===== src/rtl/lsu_rv32i_pkg.sv =====
// Shared encodings for the RV32I load/store unit: funct3 sizes, memory store types, FSM states,
// plus small decode helpers used by the control path.
package lsu_rv32i_pkg;

  localparam logic [2:0] F3_B  = 3'b000;
  localparam logic [2:0] F3_H  = 3'b001;
  localparam logic [2:0] F3_W  = 3'b010;
  localparam logic [2:0] F3_BU = 3'b100;
  localparam logic [2:0] F3_HU = 3'b101;

  localparam logic [1:0] ST_SB = 2'b00;
  localparam logic [1:0] ST_SH = 2'b01;
  localparam logic [1:0] ST_SW = 2'b10;

  typedef enum logic [1:0] {
    IDLE     = 2'd0,
    ST_SPLIT = 2'd1,
    LD_HI    = 2'd2
  } lsu_state_e;

  // Unsigned variants exist only for loads.
  function automatic logic f3_legal(input logic store, input logic [2:0] f3);
    case (f3)
      F3_B, F3_H, F3_W: return 1'b1;
      F3_BU, F3_HU:     return !store;
      default:          return 1'b0;
    endcase
  endfunction

  function automatic logic f3_misaligned(input logic [2:0] f3, input logic [1:0] off);
    case (f3)
      F3_H, F3_HU: return off[0];
      F3_W:        return off != 2'b00;
      default:     return 1'b0;
    endcase
  endfunction

  function automatic logic [1:0] f3_storetype(input logic [2:0] f3);
    case (f3)
      F3_H:    return ST_SH;
      F3_W:    return ST_SW;
      default: return ST_SB;
    endcase
  endfunction

  // Index of the final byte in a split store (2 bytes for halves, 4 for words).
  function automatic logic [1:0] f3_last_idx(input logic [2:0] f3);
    return (f3 == F3_W) ? 2'd3 : 2'd1;
  endfunction

endpackage


===== src/rtl/lsu_load_ext.sv =====
// Selects the addressed bytes out of a two-word window and sign/zero-extends them.
// Latency: purely combinational.
// Backpressure: none; output follows the inputs.
module lsu_load_ext
  import lsu_rv32i_pkg::*;
(
  input  logic [63:0] data,
  input  logic [1:0]  offset,
  input  logic [2:0]  funct3,
  output logic [31:0] result
);

  logic [31:0] shifted;

  assign shifted = 32'(data >> {offset, 3'b000});

  always_comb begin
    result = 32'h0;
    case (funct3)
      F3_B:    result = {{24{shifted[7]}}, shifted[7:0]};
      F3_H:    result = {{16{shifted[15]}}, shifted[15:0]};
      F3_W:    result = shifted;
      F3_BU:   result = {24'h0, shifted[7:0]};
      F3_HU:   result = {16'h0, shifted[15:0]};
      default: result = 32'h0;
    endcase
  end

endmodule


===== src/rtl/lsu_rv32i.sv =====
// RV32I load/store unit in front of an async-read, falling-edge-write data memory.
// Latency: 1 cycle aligned/illegal, N cycles misaligned N-byte store, 2 cycles misaligned load.
// Backpressure: req_ready drops while a split access is in flight; responses cannot stall.
module lsu_rv32i
  import lsu_rv32i_pkg::*;
(
  input  logic        clock,
  input  logic        reset,
  input  logic        req_valid,
  output logic        req_ready,
  input  logic        req_store,
  input  logic [2:0]  req_funct3,
  input  logic [31:0] req_addr,
  input  logic [31:0] req_wdata,
  output logic        resp_valid,
  output logic [31:0] resp_rdata,
  output logic        resp_err,
  output logic        dmem_we,
  output logic [1:0]  dmem_storetype,
  output logic [31:0] dmem_addr,
  output logic [31:0] dmem_wdata,
  input  logic [31:0] dmem_rdata
);

  lsu_state_e  state_q, state_d;
  logic [31:0] addr_q;
  logic [31:0] wdata_q;
  logic [2:0]  f3_q;
  logic [1:0]  idx_q;
  logic [1:0]  last_q;
  logic [31:0] lo_q;
  logic        resp_valid_q;
  logic        resp_err_q;
  logic [31:0] resp_rdata_q;

  logic        accept;
  logic        req_legal;
  logic        req_mis;
  logic [7:0]  split_byte;
  logic [63:0] ext_data;
  logic [1:0]  ext_off;
  logic [2:0]  ext_f3;
  logic [31:0] ext_out;

  assign req_ready  = (state_q == IDLE) && !reset;
  assign accept     = req_valid && req_ready;
  assign req_legal  = f3_legal(req_store, req_funct3);
  assign req_mis    = f3_misaligned(req_funct3, req_addr[1:0]);
  assign split_byte = 8'(wdata_q >> {idx_q, 3'b000});

  assign resp_valid = resp_valid_q;
  assign resp_err   = resp_err_q;
  assign resp_rdata = resp_rdata_q;

  lsu_load_ext u_load_ext (
    .data   (ext_data),
    .offset (ext_off),
    .funct3 (ext_f3),
    .result (ext_out)
  );

  // In IDLE the memory port follows req_* directly so the first access lands in the accept cycle.
  // Write enable is masked by reset so an aborted split store stops immediately.
  always_comb begin
    state_d        = state_q;
    dmem_we        = 1'b0;
    dmem_storetype = f3_storetype(req_funct3);
    dmem_addr      = req_addr;
    dmem_wdata     = req_wdata;
    ext_data       = {32'h0, dmem_rdata};
    ext_off        = req_addr[1:0];
    ext_f3         = req_funct3;
    case (state_q)
      IDLE: begin
        if (req_store && req_mis) begin
          dmem_storetype = ST_SB;
          dmem_wdata     = {24'h0, req_wdata[7:0]};
        end
        dmem_we = req_valid && req_store && req_legal && !reset;
        if (accept && req_legal && req_mis) begin
          state_d = req_store ? ST_SPLIT : LD_HI;
        end
      end
      ST_SPLIT: begin
        dmem_we        = !reset;
        dmem_storetype = ST_SB;
        dmem_addr      = addr_q + {30'h0, idx_q};
        dmem_wdata     = {24'h0, split_byte};
        if (idx_q == last_q) begin
          state_d = IDLE;
        end
      end
      LD_HI: begin
        dmem_addr = addr_q + 32'd4;
        ext_data  = {dmem_rdata, lo_q};
        ext_off   = addr_q[1:0];
        ext_f3    = f3_q;
        state_d   = IDLE;
      end
      default: state_d = IDLE;
    endcase
  end

  always_ff @(posedge clock) begin
    if (reset) begin
      state_q <= IDLE;
    end else begin
      state_q <= state_d;
    end
  end

  always_ff @(posedge clock) begin
    if (reset) begin
      addr_q       <= 32'h0;
      wdata_q      <= 32'h0;
      f3_q         <= 3'h0;
      idx_q        <= 2'h0;
      last_q       <= 2'h0;
      lo_q         <= 32'h0;
      resp_valid_q <= 1'b0;
      resp_err_q   <= 1'b0;
      resp_rdata_q <= 32'h0;
    end else begin
      resp_valid_q <= 1'b0;
      resp_err_q   <= 1'b0;
      resp_rdata_q <= 32'h0;
      case (state_q)
        IDLE: begin
          if (accept) begin
            addr_q  <= req_addr;
            wdata_q <= req_wdata;
            f3_q    <= req_funct3;
            idx_q   <= 2'd1;
            last_q  <= f3_last_idx(req_funct3);
            lo_q    <= dmem_rdata;
            if (!req_legal) begin
              resp_valid_q <= 1'b1;
              resp_err_q   <= 1'b1;
            end else if (!req_mis) begin
              resp_valid_q <= 1'b1;
              resp_rdata_q <= req_store ? 32'h0 : ext_out;
            end
          end
        end
        ST_SPLIT: begin
          idx_q <= idx_q + 2'd1;
          if (idx_q == last_q) begin
            resp_valid_q <= 1'b1;
          end
        end
        LD_HI: begin
          resp_valid_q <= 1'b1;
          resp_rdata_q <= ext_out;
        end
        default: ;
      endcase
    end
  end

endmodule


===== config.mk =====
export PLATFORM = sky130hd
export DESIGN_NAME = lsu_rv32i
export DESIGN_NICKNAME = d
export VERILOG_FILES = /design/src/rtl/lsu_rv32i_pkg.sv /design/src/rtl/lsu_load_ext.sv /design/src/rtl/lsu_rv32i.sv
export SDC_FILE = /design/constraint.sdc
export NUM_CORES = 1
export LEC_CHECK = 0
export CAP_MARGIN = 0
export CORE_UTILIZATION = 50
export CTS_CLUSTER_DIAMETER = 100
export CTS_CLUSTER_SIZE = 30
export DETAILED_ROUTE_END_ITERATION = 8
export PLACE_DENSITY = 0.81
export SYNTH_ARGS = -nofsm -noshare
export SYNTH_HDL_FRONTEND = slang
export SYNTH_SLANG_ARGS = --single-unit

===== constraint.sdc =====
create_clock -name clock -period 3.4 [get_ports clock]
set_clock_uncertainty 0.15 [all_clocks]
set_input_delay 0.68 -clock clock [delete_from_list [all_inputs] [get_ports clock]]
set_output_delay 0.68 -clock clock [all_outputs]
set_load 0.02 [all_outputs]

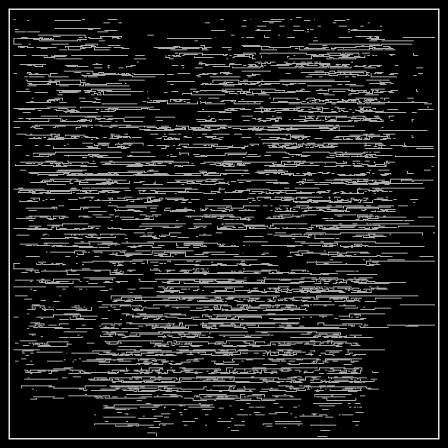
Fig. 1. Met1 routing.
longest straight run: 45.2 microns
nets with wire on the layer: 1228
wire length on this layer: 10400 microns
share of all routed wire: 40%
main direction: horizontal
total vias in the final route: 8657
met1 usage in global routing: 39.1%
routed wire length: 26000 microns

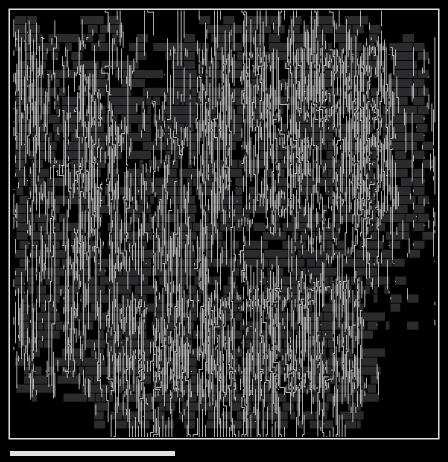
Fig. 2. M2 wires.
Bar = 50 microns. Cells faint in the background.
nets with wire on the layer: 1150
longest straight run: 51.3 microns
share of all routed wire: 48%
wire length on this layer: 12400 microns
main direction: vertical
met2 GRT Util: 52.0%

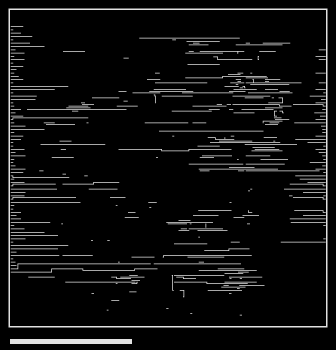
Fig. 3. Metal 3.
Bar = 50 microns.
wire length on this layer: 2600 microns
main direction: horizontal
nets with wire on the layer: 234
longest straight run: 54.3 microns
met3 track demand over resource: 7.51%

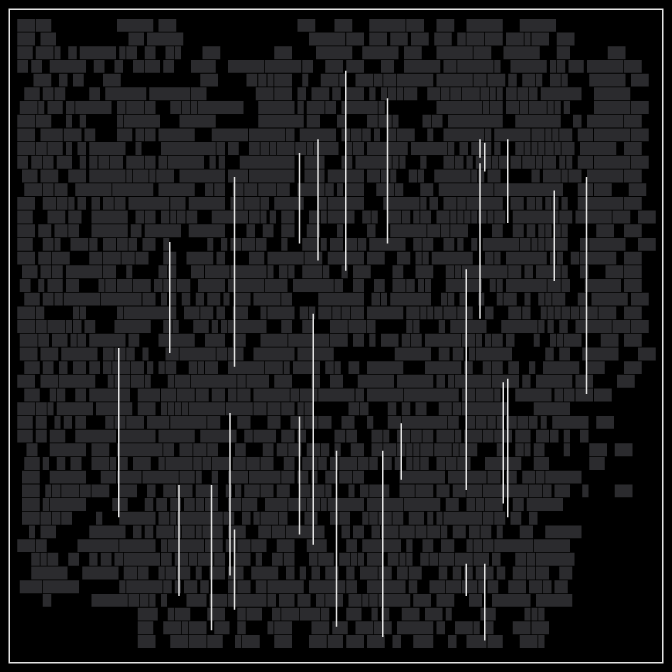
Fig. 4. M4 wires.
Cells faint in the background.
longest straight run: 45.6 microns
nets with wire on the layer: 23
share of all routed wire: 2.6%
main direction: vertical

==> impl.org <==
* Implementation run

** Status
- Outcome :: finished clean

** Die
- Overall die height :: 130 microns
- The total area inside the core boundary comes to 15900 sq um.

** Logic synthesis
- Dominant cell type by area after synthesis :: sky130_fd_sc_hd__dfxtp_1
- The synthesis report lists the most area-consuming cells as sky130_fd_sc_hd__dfxtp_1 (34%), sky130_fd_sc_hd__nand2_1 (9.2%), sky130_fd_sc_hd__o21ai_0 (7.2%).
- The top cell type by area accounts for between 30% and 40% of the synthesized area.
- Post-synthesis cell count from yosys :: 1033
- Chip area line of the yosys report :: just over 8000 sq um
- Share of flip-flops with an asynchronous set or reset after synthesis :: 0%
- Most frequently used cell type in the post-synthesis netlist :: sky130_fd_sc_hd__nand2_1
- Per the post-synthesis stats, the area per cell is 7.87 sq um.

** Worst setup path
- Top cell family by delay on the critical path :: simple AND/OR/NAND/NOR gates
- Crit path kind :: register to output port
- Required time at the endpoint of the critical path :: between 2 and 3 ns
- The timing report notes that buffer and inverter cells on the critical path total 3.
- The worst setup path is captured at an output port.

** CTS
- CTS Hold Buffers Added :: 0
- The cell sitting at the root of the clock tree is a sky130_fd_sc_hd__clkbuf_16.

** GRT
- Pin count of the biggest net entering global routing :: 90
- The number of antenna violations at the first check in global routing came to 1.

** Cells and area
- Number of filler cells placed in the layout :: between 1000 and 1500

** Placement
- In the placement report, post-DP HPWL is listed as 18200 microns.

** Pwr
- Dividing total power by cell area gives a power density of 634 nW/um^2.
- IR drop worst, VDD :: around 440 uV

** Timing
- Setup repair after global routing could not meet its margin everywhere.
registers in the layout, summed over array words and instances, names as in the netlist:
| signal | flops |
|---|---|
| addr_q | 32 |
| lo_q | 32 |
| resp_rdata | 32 |
| wdata_q | 32 |
| f3_q | 3 |
| idx_q | 2 |
| last_q | 2 |
| state_q | 2 |
| resp_err | 1 |
| resp_valid | 1 |
worst max path at each step:
| stage | from | end | slack [ns] | depth (start not counted) |
|---|---|---|---|---|
| floorplan | addr_q[2]$_SDFFE_PP0P_ | dmem_addr[26] | 0.31 | 6 |
| global placement | req_addr[1] | dmem_wdata[13] | -0.11 | 7 |
| detailed placement | req_funct3[1] | dmem_wdata[15] | -0.19 | 7 |
| CTS | addr_q[1]$_SDFFE_PP0P_ | dmem_addr[9] | 0.001 | 8 |
| global route | state_q[0]$_SDFFE_PP0P_ | dmem_addr[23] | -0.02 | 10 |
| finish | addr_q[3]$_SDFFE_PP0P_ | dmem_addr[27] | 0.07 | 8 |
report_power, final:
part	switching, uW	internal (uW)	total [uW]
combinational	1700	1230	2930
sequential	231	1940	2170
clock	742	1420	2160
per-layer routing:
layer  global-route usage [%]  share of wire [%]
met1                     39.1                 40
met2                     52.0                 48
met3                     7.51                 10
met4                     12.3                2.6
met5                        0                  0
layout make-up:
cell class                      instances  share of cell area (%)
Antenna cell                            1                  0.0218
Inverter                               24                   0.797
Clock inverter                         13                    2.07
Sequential cell                       139                    24.3
Tap cell                              216                    2.36
Clock buffer                           19                    3.95
Timing Repair Buffer                  281                    22.2
Multi-Input combinational cell        796                    44.2
timing repair:
item | in CTS | in global routing
pin swaps | 0 | 5
endpoints found under the setup margin | 57 | 57
buffers inserted | 0 | 1
gates resized | 76 | 54
gates cloned | 0 | 0
cell families after synthesis:
| group | count (synthesis) | share of synthesized area, % |
|---|---|---|
| AND-OR/OR-AND | 288 | 22.2 |
| XOR/XNOR | 3 | 0.323 |
| adder cells (fa/ha/maj) | 9 | 1.48 |
| buffers and inverters | 98 | 5.02 |
| flip-flops | 139 | 34.2 |
| multiplexers | 50 | 9.02 |
| AND/OR/NAND/NOR | 446 | 27.8 |
through the flow:
stage                     setup slack, ns  instances  util [%]  TNS, ns
after global routing              -0.0185       1488      72.1  -0.0679
after detailed placement           -0.192       1455      67.5    -4.47
after global placement             -0.115       1455      67.5    -2.72
after CTS                         0.00129       1487      71.7        0
final                              0.0693       1489      72.1        0
after floorplan                     0.313       1033         -        0
worst min-delay path, cell delays in order, from the launching register on:
cell and delay (ns):
sky130_fd_sc_hd__dfxtp_1 0.31, sky130_fd_sc_hd__nand2_1 0.05, sky130_fd_sc_hd__a21oi_1 0.05
Power figures rest on the tool's default switching activity, not on a simulated workload.
